run_1/cell_classes.png
Scale bar: 20 microns. Fill, decap, tap and diode cells in grey.
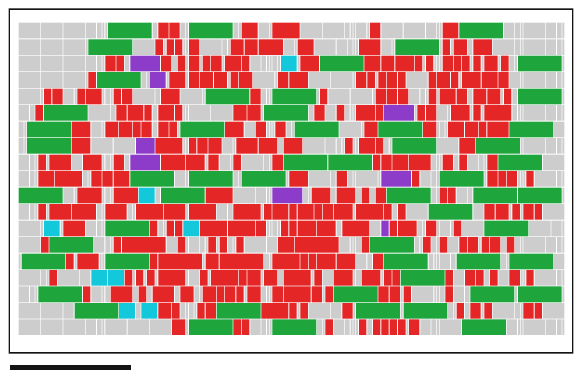
run_1/met1.png
Supply wires on this layer in grey.
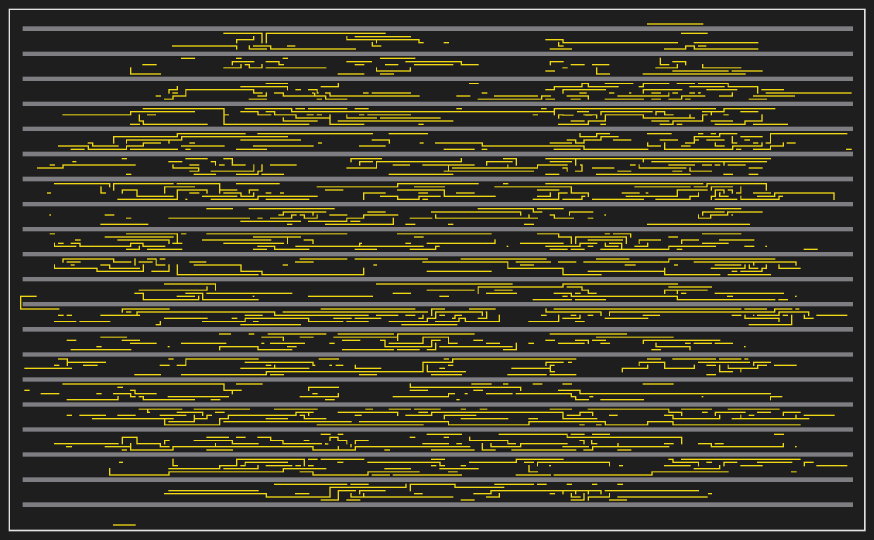
run_1/metal_stack.png
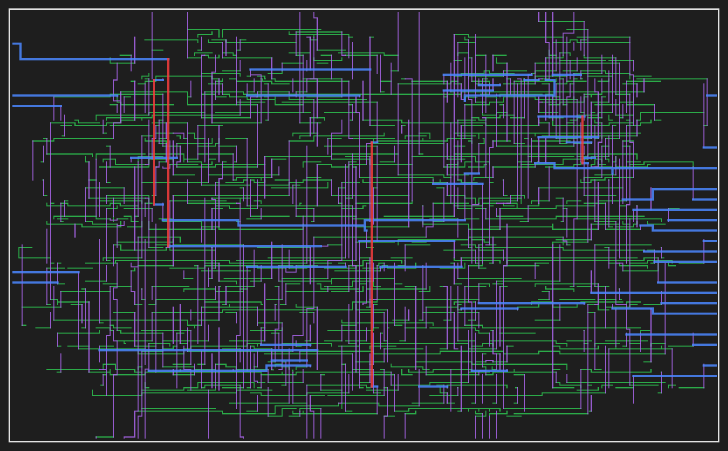
<file path="src/rtl/mult_lab_pkg.sv">
// mult_lab_pkg: shared state encoding, mode constants and default sizes for the multiplier lab
package mult_lab_pkg;
  typedef enum logic [2:0] {IDLE, FETCH, ISSUE, WAIT, CHECK, NEXT, DONE} state_t;
  localparam logic MODE_PAIRED = 1'b0;
  localparam logic MODE_SWEEP = 1'b1;
  localparam int DEF_W = 4;
  localparam int DEF_DEPTH = 16;
endpackage

</file>
<file path="src/rtl/mult_operands_rom_p.sv">
// mult_operands_rom_p: 2*DEPTH x W dual-read ROM (multiplicands then multipliers), registered outputs
module mult_operands_rom_p #(
  parameter int W = 4,
  parameter int DEPTH = 16,
  localparam int RAW = $clog2(DEPTH) + 1
)(
  input  logic           clk,
  input  logic           reset,
  input  logic           en,
  input  logic [RAW-1:0] addr_a,
  input  logic [RAW-1:0] addr_b,
  output logic [W-1:0]   q_a,
  output logic [W-1:0]   q_b
);
  function automatic logic [W-1:0] word(input logic [RAW-1:0] addr);
    return W'(int'(addr) >= DEPTH ? int'(addr) - DEPTH : int'(addr));
  endfunction
  always_ff @(posedge clk)
    if (reset) begin
      q_a <= '0;
      q_b <= '0;
    end else if (en) begin
      q_a <= word(addr_a);
      q_b <= word(addr_b);
    end
endmodule

</file>
<file path="src/rtl/mult_operand_sequencer.sv">
// mult_operand_sequencer: issues ROM operand pairs to a multiplier over valid/ready and checks products
module mult_operand_sequencer
  import mult_lab_pkg::*;
#(
  parameter int W = DEF_W,
  parameter int DEPTH = DEF_DEPTH,
  parameter int ECW = 8
)(
  input  logic           clk,
  input  logic           reset,
  input  logic           start,
  input  logic           mode,
  output logic [W-1:0]   op_a,
  output logic [W-1:0]   op_b,
  output logic           op_valid,
  input  logic           op_ready,
  input  logic [2*W-1:0] res,
  input  logic           res_valid,
  output logic           busy,
  output logic           done,
  output logic [ECW-1:0] err_count,
  output logic [W-1:0]   last_a,
  output logic [W-1:0]   last_b,
  output logic [2*W-1:0] last_res
);
  localparam int AW = $clog2(DEPTH);
  localparam int RAW = AW + 1;
  state_t state;
  logic mode_q;
  logic [AW-1:0] i, j;
  logic [2*W-1:0] res_q, exp_p;
  logic [RAW-1:0] addr_a, addr_b;
  logic i_last, j_last;
  assign addr_a = RAW'(i);
  assign addr_b = RAW'(DEPTH) + RAW'(mode_q ? j : i);
  assign exp_p = {{W{1'b0}}, op_a} * {{W{1'b0}}, op_b};
  assign i_last = i == AW'(DEPTH - 1);
  assign j_last = j == AW'(DEPTH - 1);
  mult_operands_rom_p #(.W(W), .DEPTH(DEPTH)) rom (
    .clk(clk),
    .reset(reset),
    .en(state == FETCH),
    .addr_a(addr_a),
    .addr_b(addr_b),
    .q_a(op_a),
    .q_b(op_b)
  );
  always_ff @(posedge clk)
    if (reset) begin
      state <= IDLE;
      mode_q <= MODE_PAIRED;
      i <= '0;
      j <= '0;
      op_valid <= 1'b0;
      busy <= 1'b0;
      done <= 1'b0;
      err_count <= '0;
      res_q <= '0;
      last_a <= '0;
      last_b <= '0;
      last_res <= '0;
    end else
      case (state)
        IDLE, DONE:
          if (start) begin
            state <= FETCH;
            mode_q <= mode;
            i <= '0;
            j <= '0;
            err_count <= '0;
            done <= 1'b0;
            busy <= 1'b1;
          end
        FETCH: begin
          state <= ISSUE;
          op_valid <= 1'b1;
        end
        ISSUE:
          if (op_ready) begin
            state <= WAIT;
            op_valid <= 1'b0;
          end
        WAIT:
          if (res_valid) begin
            state <= CHECK;
            res_q <= res;
          end
        CHECK: begin
          if (res_q != exp_p && err_count != '1) err_count <= err_count + ECW'(1);
          last_a <= op_a;
          last_b <= op_b;
          last_res <= res_q;
          state <= NEXT;
        end
        NEXT:
          if (mode_q == MODE_SWEEP && !j_last) begin
            j <= j + AW'(1);
            state <= FETCH;
          end else if (i_last) begin
            state <= DONE;
            done <= 1'b1;
            busy <= 1'b0;
          end else begin
            i <= i + AW'(1);
            j <= '0;
            state <= FETCH;
          end
        default: state <= IDLE;
      endcase
endmodule

</file>
<file path="config.mk">
export PLATFORM = sky130hd
export DESIGN_NAME = mult_operand_sequencer
export DESIGN_NICKNAME = d
export VERILOG_FILES = /design/src/rtl/mult_lab_pkg.sv /design/src/rtl/mult_operands_rom_p.sv /design/src/rtl/mult_operand_sequencer.sv
export SDC_FILE = /design/constraint.sdc
export NUM_CORES = 1
export LEC_CHECK = 0
export ABC_CLOCK_PERIOD_IN_PS = 4900
export CAP_MARGIN = 15
export CORE_ASPECT_RATIO = 0.6
export CORE_UTILIZATION = 60
export CTS_CLUSTER_DIAMETER = 40
export CTS_CLUSTER_SIZE = 16
export DETAILED_ROUTE_END_ITERATION = 6
export DONT_BUFFER_PORTS = 1
export GPL_TIMING_DRIVEN = 1
export HOLD_SLACK_MARGIN = 0.12
export PLACE_DENSITY = 0.76
export SYNTH_ARGS = -nofsm -noshare
export SYNTH_HDL_FRONTEND = slang
export SYNTH_HIERARCHICAL = 1
export SYNTH_SLANG_ARGS = --single-unit
</file>
<file path="constraint.sdc">
create_clock -name clk -period 4.9 [get_ports clk]
set_input_delay 0.98 -clock clk [delete_from_list [all_inputs] [get_ports clk]]
set_output_delay 0.98 -clock clk [all_outputs]
set_load 0.05 [all_outputs]
</file>
==> flow_metrics.py, run 1 <==
# Physical implementation metrics
metrics = {
    "clocking": {
        "hold_bufs_inserted_after_cts": 0,
        "ctsHtreeMaxLevel": 2,
        "cts_tree": "done",
        "cts-buffers-inserted": 5,
        "number_of_sinks_driven_by_the_clock_tree": 55,
    },
    "hold_path": {
        "hp-class": "reg -> reg",
    },
    "global_routing": {
        "number_of_antenna_violations_at_the_first_check_in_global_routing": 0,
        "via_count_of_the_first_global_routing_pass": 2174,
    },
    "timing": {
        "final_worst_hold_slack_ns": 0.492,
        "fmax_mhz": 254,
        "timing.final.crit_share_pct": 80.3,
        "rsz0062_at_grt": "false",
        "finalHoldViolations": 0,
        "final_critical_path_setup_slack_ns": 0.964,
        "fin_tns_setup_ns": 0,
    },
    "run_status": {
        "run_status": "finished clean",
    },
    "die": {
        "dieArea_sq_um": 5230,
        "die_x_microns": 92.7,
        "number_of_ports_placed_on_the_die_boundary": 49,
        "initial_utilization_pct": 63.6,
    },
    "logic_synthesis": {
        "post_synth_instance_area_sq_um": 2960,
    },
    "setup_path": {
        "cp_slowest_stage_delay_ns": 0.60,
        "arrival_ns": 4.19,
        "cp_data_required_time_ns": 5.15,
    },
    "flow_run": {
        "warning_count": 26,
        "drv.max_cap_violation_count": 0,
    },
    "place": {
        "io_buffer_count": 0,
    },
    "route": {
        "dr.pass1.iters": 5,
        "avgViaCountPerCell": 5.91,
        "number_of_nets_with_antenna_violations_after_routing": 0,
    },
    "power": {
        "p_leak_nw": 1.17,
        "power.density_cell_area_nw_per_um2": 263,
    },
    "cells_and_area": {
        "num_antenna_cells": 0,
        "flow.area_growth_from_synthesis_pct": 4.77,
        "layout_top_cell_excl_fill_tap": "sky130_fd_sc_hd__nand2_1",
    },
}
Notes on cell_classes.png above:
Red marks all other logic, cells 290, share of their area 59%. Green marks flip-flops, cells 55, share of their area 36%. Purple marks clock drivers and dummy loads, cells 8, share of their area 2.9%. Cyan marks other buffers and delay cells, cells 8, share of their area 2.0%.
final std cell area, no fill: 3100 sq um
CORE AREA: 4660 sq um
register share of the cell area: 35.5%
number of placement rows: 19
utilization of the core after routing: 66.6%

Notes on met1.png above:
The wires run mostly horizontal. The layer carries 3,260 microns of wire. The layer holds 50% of the routed length. The longest straight run is 28.5 microns. 372 nets have wire on it.

Notes on metal_stack.png above:
Blue marks met3, wire length 517 microns. Red marks met4, wire length 78.9 microns. Green marks met1, wire length 3,260 microns. Purple marks met2, wire length 2,670 microns.
total detailed-routing wirelength: 6530 microns
via total after detailed routing: 2,506

-- run 1: cell type report --
type / count / area [sq um]
flip-flops and latches: 55 / 1100
multi-input cells: 277 / 1730
clock buffers: 6 / 72.6
repair buffers: 8 / 60.1
well taps: 63 / 78.8
clock inverters: 2 / 16.3
fillers: 410 / 1560
inverters: 13 / 48.8
-- run 1: sequential cells by signal, indices dropped and copies added, names as in the netlist, 4 cells and up --
name / flops
err_count: 8
last_res: 8
res_q: 8
i: 4
j: 4
last_a: 4
last_b: 4
rom/q_a: 4
rom/q_b: 4
-- run 1: routing by layer --
| layer | GRT usage [%] | share of wire [%] |
|---|---|---|
| met3 | 6.37 | 7.9 |
| met4 | 7.69 | 1.2 |
| met2 | 35.8 | 41 |
| met1 | 38.1 | 50 |
| met5 | 0 | 0 |
-- run 1: per-stage QoR --
stage | utilization [%] | cell area [sq um] | std cells
finish | 66.6 | 3100 | 424
global route | 66.6 | 3100 | 424
floorplan | - | 2960 | 366
detailed placement | 64.7 | 3020 | 416
global placement | 64.7 | 3020 | 416
CTS | 66.6 | 3100 | 424
-- run 1: final timing paths --
kind / start / to / slack, ns / cells after the start
max: rom/q_b[3] / err_count[2] / 0.96 / 11
min: res_q[1] / last_res[1] / 0.49 / 2
max reg2reg: rom/q_b[3] / err_count[2] / 0.96 / 11
min reg2reg: res_q[1] / last_res[1] / 0.49 / 2
-- run 1: where the power goes --
group,switching (mW),internal (mW),leakage [nW]
sequential,0.0250,0.456,0.444
clock,0.154,0.103,0.0418
combinational,0.0475,0.0312,0.686
total,0.227,0.590,1.17
-- run 1: critical path, delay by kind of cell (launching register included) --
kind                       cells  cell delay [ns]
AOI/OAI and AO/OA              1             0.16
buffers and inverters          1             0.22
DFF                            1             0.33
xor gates and xnor gates       2             0.29
and+or+nand+nor                4             1.36
adders and majority gates      3             1.51
==> run 2: changes to the inputs <==
--- a/config.mk
+++ b/config.mk
@@ -5,17 +5,17 @@
 export SDC_FILE = /design/constraint.sdc
 export NUM_CORES = 1
 export LEC_CHECK = 0
-export ABC_CLOCK_PERIOD_IN_PS = 4900
+export ABC_CLOCK_PERIOD_IN_PS = 3150
 export CAP_MARGIN = 15
 export CORE_ASPECT_RATIO = 0.6
-export CORE_UTILIZATION = 60
+export CORE_UTILIZATION = 57
 export CTS_CLUSTER_DIAMETER = 40
 export CTS_CLUSTER_SIZE = 16
 export DETAILED_ROUTE_END_ITERATION = 6
 export DONT_BUFFER_PORTS = 1
 export GPL_TIMING_DRIVEN = 1
 export HOLD_SLACK_MARGIN = 0.12
-export PLACE_DENSITY = 0.76
+export PLACE_DENSITY = 0.75
 export SYNTH_ARGS = -nofsm -noshare
 export SYNTH_HDL_FRONTEND = slang
 export SYNTH_HIERARCHICAL = 1
==> constraint.sdc (replaced) <==
create_clock -name clk -period 3.15 [get_ports clk]
set_input_delay 0.63 -clock clk [delete_from_list [all_inputs] [get_ports clk]]
set_output_delay 0.63 -clock clk [all_outputs]
set_load 0.05 [all_outputs]
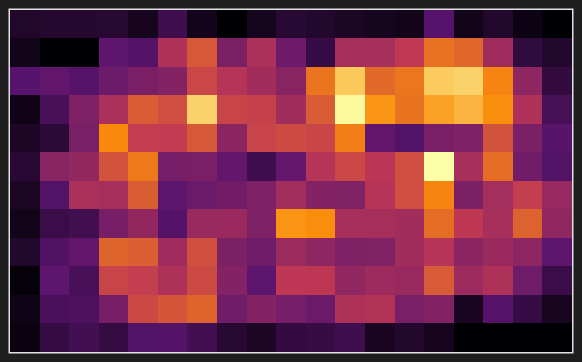
run_2/wire_density.png
19 x 12 tiles, from black (low) to pale yellow (high), scaled to the fullest tile. Values are wire area over tile area, all layers added.
The mean over all tiles is 0.21. The fullest tile reaches 0.59. 25% of the tiles are over half the peak. 3.9% of the tiles are nearly empty.
via total after detailed routing: 2,659
WL/cell: 16.0 microns

==> run 2 against run 1 <==
Compared with the run above:
- the flow now finishes with violations (negative setup slack)
- clock skew grew 0.0033 ns
- critical path type unchanged
- cell count grew 6.4%
- global-route usage is 1.9 points higher
- core utilization up 5.5 points
- critical endpoint unchanged
- sequential share of layout area decreased by 2.8 points
- via count rose by 6.1%
- cell area grew 11%
==> flow_metrics.py, run 2 <==
# Physical implementation metrics
metrics = {
    "run_status": {
        "run_status": "complete, but fails checks",
        "failed_checks": "negative setup slack",
    },
    "place": {
        "dp_cells": 438,
        "detailed_place.area_sq_um": 3240,
        "io_buffer_count": 0,
    },
    "timing": {
        "rsz0062_at_grt": "true",
        "finalHoldViolations": 0,
        "setup_viol_count_final": 8,
        "final_critical_path_setup_slack_ns": -0.234,
    },
    "flow_run": {
        "warning_count": 29,
    },
    "cells_and_area": {
        "flow.area_growth_from_synthesis_pct": 16.3,
        "fin_util_pct": 72.1,
        "largest_registers": "err_count x8, last_res x8, res_q x8",
        "non_filler_instance_count_after_layout": 451,
    },
    "setup_path": {
        "arrival_ns": 3.62,
        "critical_path.startpoint": "rom/q_b[1]",
        "timing.reg2reg.setup_slack_ns": -0.23,
        "worstReg2RegStart": "rom/q_b[1]",
    },
    "die": {
        "floorplan.rows": 19,
        "die_x_microns": 95.1,
    },
    "global_routing": {
        "via_count_of_the_first_global_routing_pass": 2433,
    },
    "clocking": {
        "number_of_sinks_driven_by_the_clock_tree": 55,
        "ctsHtreeMaxLevel": 2,
    },
    "power": {
        "power.density_cell_area_nw_per_um2": 376,
        "power.clock.fraction_pct": 30.8,
        "power-top-group": "registers",
        "clockNetworkPower_mw": 0.399,
    },
}
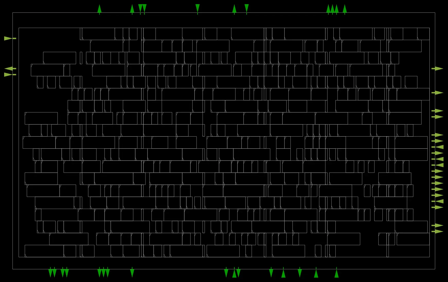
run_2/final_placement.png
CORE AREA: 4780 sq um
filler cell count: 372
# Taps: 63

==> run 2: cell count changes in the layout (fill, tap and decap cells not counted), moves of 3 or more <==
| cell | before | now |
|---|---|---|
| sky130_fd_sc_hd__nand2_1 | 73 | 70 |
| sky130_fd_sc_hd__nand2_2 | 0 | 3 |
| sky130_fd_sc_hd__dfxtp_4 | 0 | 6 |
| sky130_fd_sc_hd__buf_4 | 8 | 32 |
| sky130_fd_sc_hd__dfxtp_1 | 55 | 48 |
==> run 2: worst max-delay path, delay by kind of cell, from the launching register on <==
kind	cells	cell delay, ns
and+or+nand+nor	4	0.94
xor gates and xnor gates	1	0.14
DFF	1	0.37
adders and majority gates	3	1.53
buffers and inverters	1	0.19
AOI/OAI and AO/OA	1	0.14
==> run 2: layer usage <==
layer  track usage [%]  up-vias
li1                  -     1302
met1              41.0     1248
met2              40.8      102
met3              5.38        7
met4              5.63        0
met5                 0        -
==> run 2: layout make-up <==
cell class	instances	area share (%)
clock buffers	6	2.40
clock inverters	1	0.145
inverters	13	1.42
multi-input cells	277	52.2
flip-flops and latches	55	32.6
well taps	63	2.29
repair buffers	36	8.93
==> run 2: repair_timing <==
item,4_1_cts,5_1_grt
pin swaps,1,7
cloned,0,1
hold endpoints to repair,0,0
setup endpoints to repair,8,8
gates resized,4,8
buffers inserted,1,4
hold buffers,0,0
==> run 2: worst min path at each step <==
stage | startpoint | to | slack, ns | depth (start not counted)
floorplan | j[3] | j[3] | 0.46 | 1
global placement | res_q[2] | last_res[2] | 0.46 | 2
detailed placement | res_q[2] | res_q[2] | 0.47 | 2
CTS | reset | err_count[5] | 0.37 | 1
global route | reset | err_count[5] | 0.36 | 1
finish | reset | err_count[5] | 0.38 | 1
==> run 3: changes to the inputs <==
--- a/config.mk
+++ b/config.mk
@@ -5,7 +5,7 @@
 export SDC_FILE = /design/constraint.sdc
 export NUM_CORES = 1
 export LEC_CHECK = 0
-export ABC_CLOCK_PERIOD_IN_PS = 3150
+export ABC_CLOCK_PERIOD_IN_PS = 2800
 export CAP_MARGIN = 15
 export CORE_ASPECT_RATIO = 0.6
 export CORE_UTILIZATION = 57
==> constraint.sdc (replaced) <==
create_clock -name clk -period 2.8 [get_ports clk]
set_input_delay 0.56 -clock clk [delete_from_list [all_inputs] [get_ports clk]]
set_output_delay 0.56 -clock clk [all_outputs]
set_load 0.05 [all_outputs]
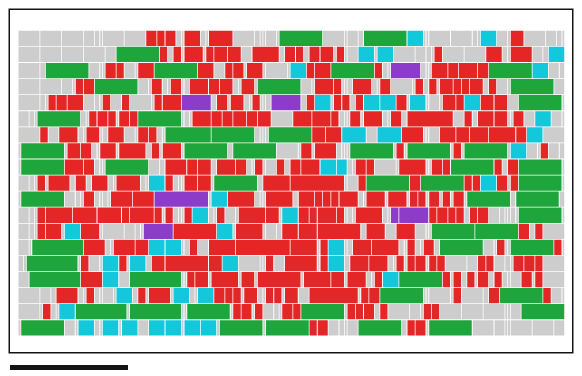
run_3/cell_classes.png
Scale bar: 20 microns. Fill, decap, tap and diode cells in grey.
register share of the cell area: 32.1%
final std cell area, no fill: 3500 sq um
utilization of the core after routing: 73.3%

==> run 3 against run 2 <==
Compared with the run above:
- the run still ends with negative setup slack left
- die area is the same
- wire length grew 0.67%
- sequential power grew 13%
- clock power is 21% higher
- fmax increased by 3.2%
- critical path type unchanged
==> flow_metrics.py, run 3 <==
# Physical implementation metrics
metrics = {
    "power": {
        "netSwitchingPower_mw": 0.396,
        "p_leak_nw": 1.39,
        "power.clock.fraction_pct": 32.5,
        "power.density_cell_area_nw_per_um2": 425,
    },
    "timing": {
        "finalHoldViolations": 0,
        "fmax_mhz": 305,
        "timing.final.crit_share_pct": 117,
        "final_worst_hold_slack_ns": 0.301,
        "final_critical_path_setup_slack_ns": -0.480,
        "setup_viol_count_final": 8,
    },
    "setup_path": {
        "cp_data_required_time_ns": 3.06,
        "critical_path.startpoint": "rom/q_b[1]",
        "worstReg2RegStart": "rom/q_b[1]",
    },
    "hold_path": {
        "hp-class": "in -> reg",
    },
    "cells_and_area": {
        "multi_input_comb_cells": 277,
        "nNonClkBuffers": 46,
        "register_area_sq_um": 1120,
    },
    "clocking": {
        "cts-buffers-inserted": 5,
    },
    "place": {
        "dp_cells": 449,
        "detailed_place.area_sq_um": 3310,
    },
    "route": {
        "top_layer_used": "met4",
        "route.met3.wl_microns": 566,
    },
    "die": {
        "number_of_ports_placed_on_the_die_boundary": 49,
        "tap-cell-count": 63,
        "die_x_microns": 95.1,
    },
    "run_status": {
        "run_status": "complete, but fails checks",
        "failed_checks": "negative setup slack",
    },
    "logic_synthesis": {
        "post_synth_instance_area_sq_um": 2960,
    },
}
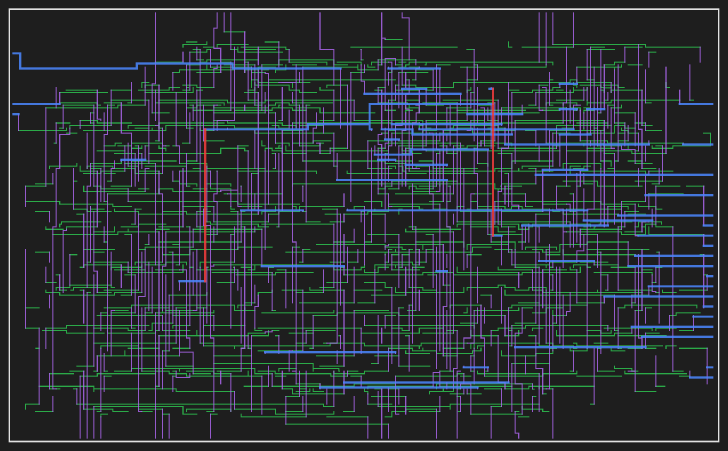
run_3/metal_stack.png
global-route total usage across every layer: 28.4%
via total after detailed routing: 2,654
WL/cell: 15.7 microns
total detailed-routing wirelength: 7240 microns

==> run 3: per-layer routing <==
layer	global-route usage [%]	vias up
met2	42.3	96
met5	0	-
li1	-	1312
met4	6.28	0
met3	6.69	5
met1	41.8	1241
==> run 3: power by group through the flow <==
stage / logic, mW / registers [mW] / clock network [mW]
3_5_place_dp: 0.161 / 0.854 / 0
6_report: 0.169 / 0.837 / 0.484
5_1_grt: 0.183 / 0.841 / 0.519
4_1_cts: 0.165 / 0.836 / 0.492
3_3_place_gp: 0.158 / 0.853 / 0
2_1_floorplan: 0.142 / 0.841 / 0
==> run 3: what timing repair did <==
action                     4_1_cts  5_1_grt
setup endpoints to repair        8        8
pin swaps                        9        8
resized                          9        4
hold buffers                     0        0
setup buffers                    5        0
==> run 3: worst max-delay path, cell delays in order, from the launching register on <==
cell,delay [ns]
sky130_fd_sc_hd__dfxtp_4,0.36
sky130_fd_sc_hd__nand2_2,0.06
sky130_fd_sc_hd__fa_1,0.50
sky130_fd_sc_hd__fa_1,0.54
sky130_fd_sc_hd__inv_1,0.09
sky130_fd_sc_hd__ha_4,0.22
sky130_fd_sc_hd__a211oi_4,0.25
sky130_fd_sc_hd__o21bai_1,0.09
sky130_fd_sc_hd__a21oi_1,0.15
sky130_fd_sc_hd__xnor2_1,0.08
sky130_fd_sc_hd__buf_4,0.16
sky130_fd_sc_hd__buf_2,0.16
sky130_fd_sc_hd__buf_4,0.14
sky130_fd_sc_hd__o31ai_4,0.23
sky130_fd_sc_hd__mux2i_1,0.20
==> run 3: path summary, 6_finish.rpt <==
kind / end / cells after the start
setup / recovery: err_count[1] / 14
hold / removal: err_count[5] / 1
setup reg to reg: err_count[1] / 14
hold reg to reg: last_res[2] / 2
No activity file was given, so power comes from the tool's default toggle rates.
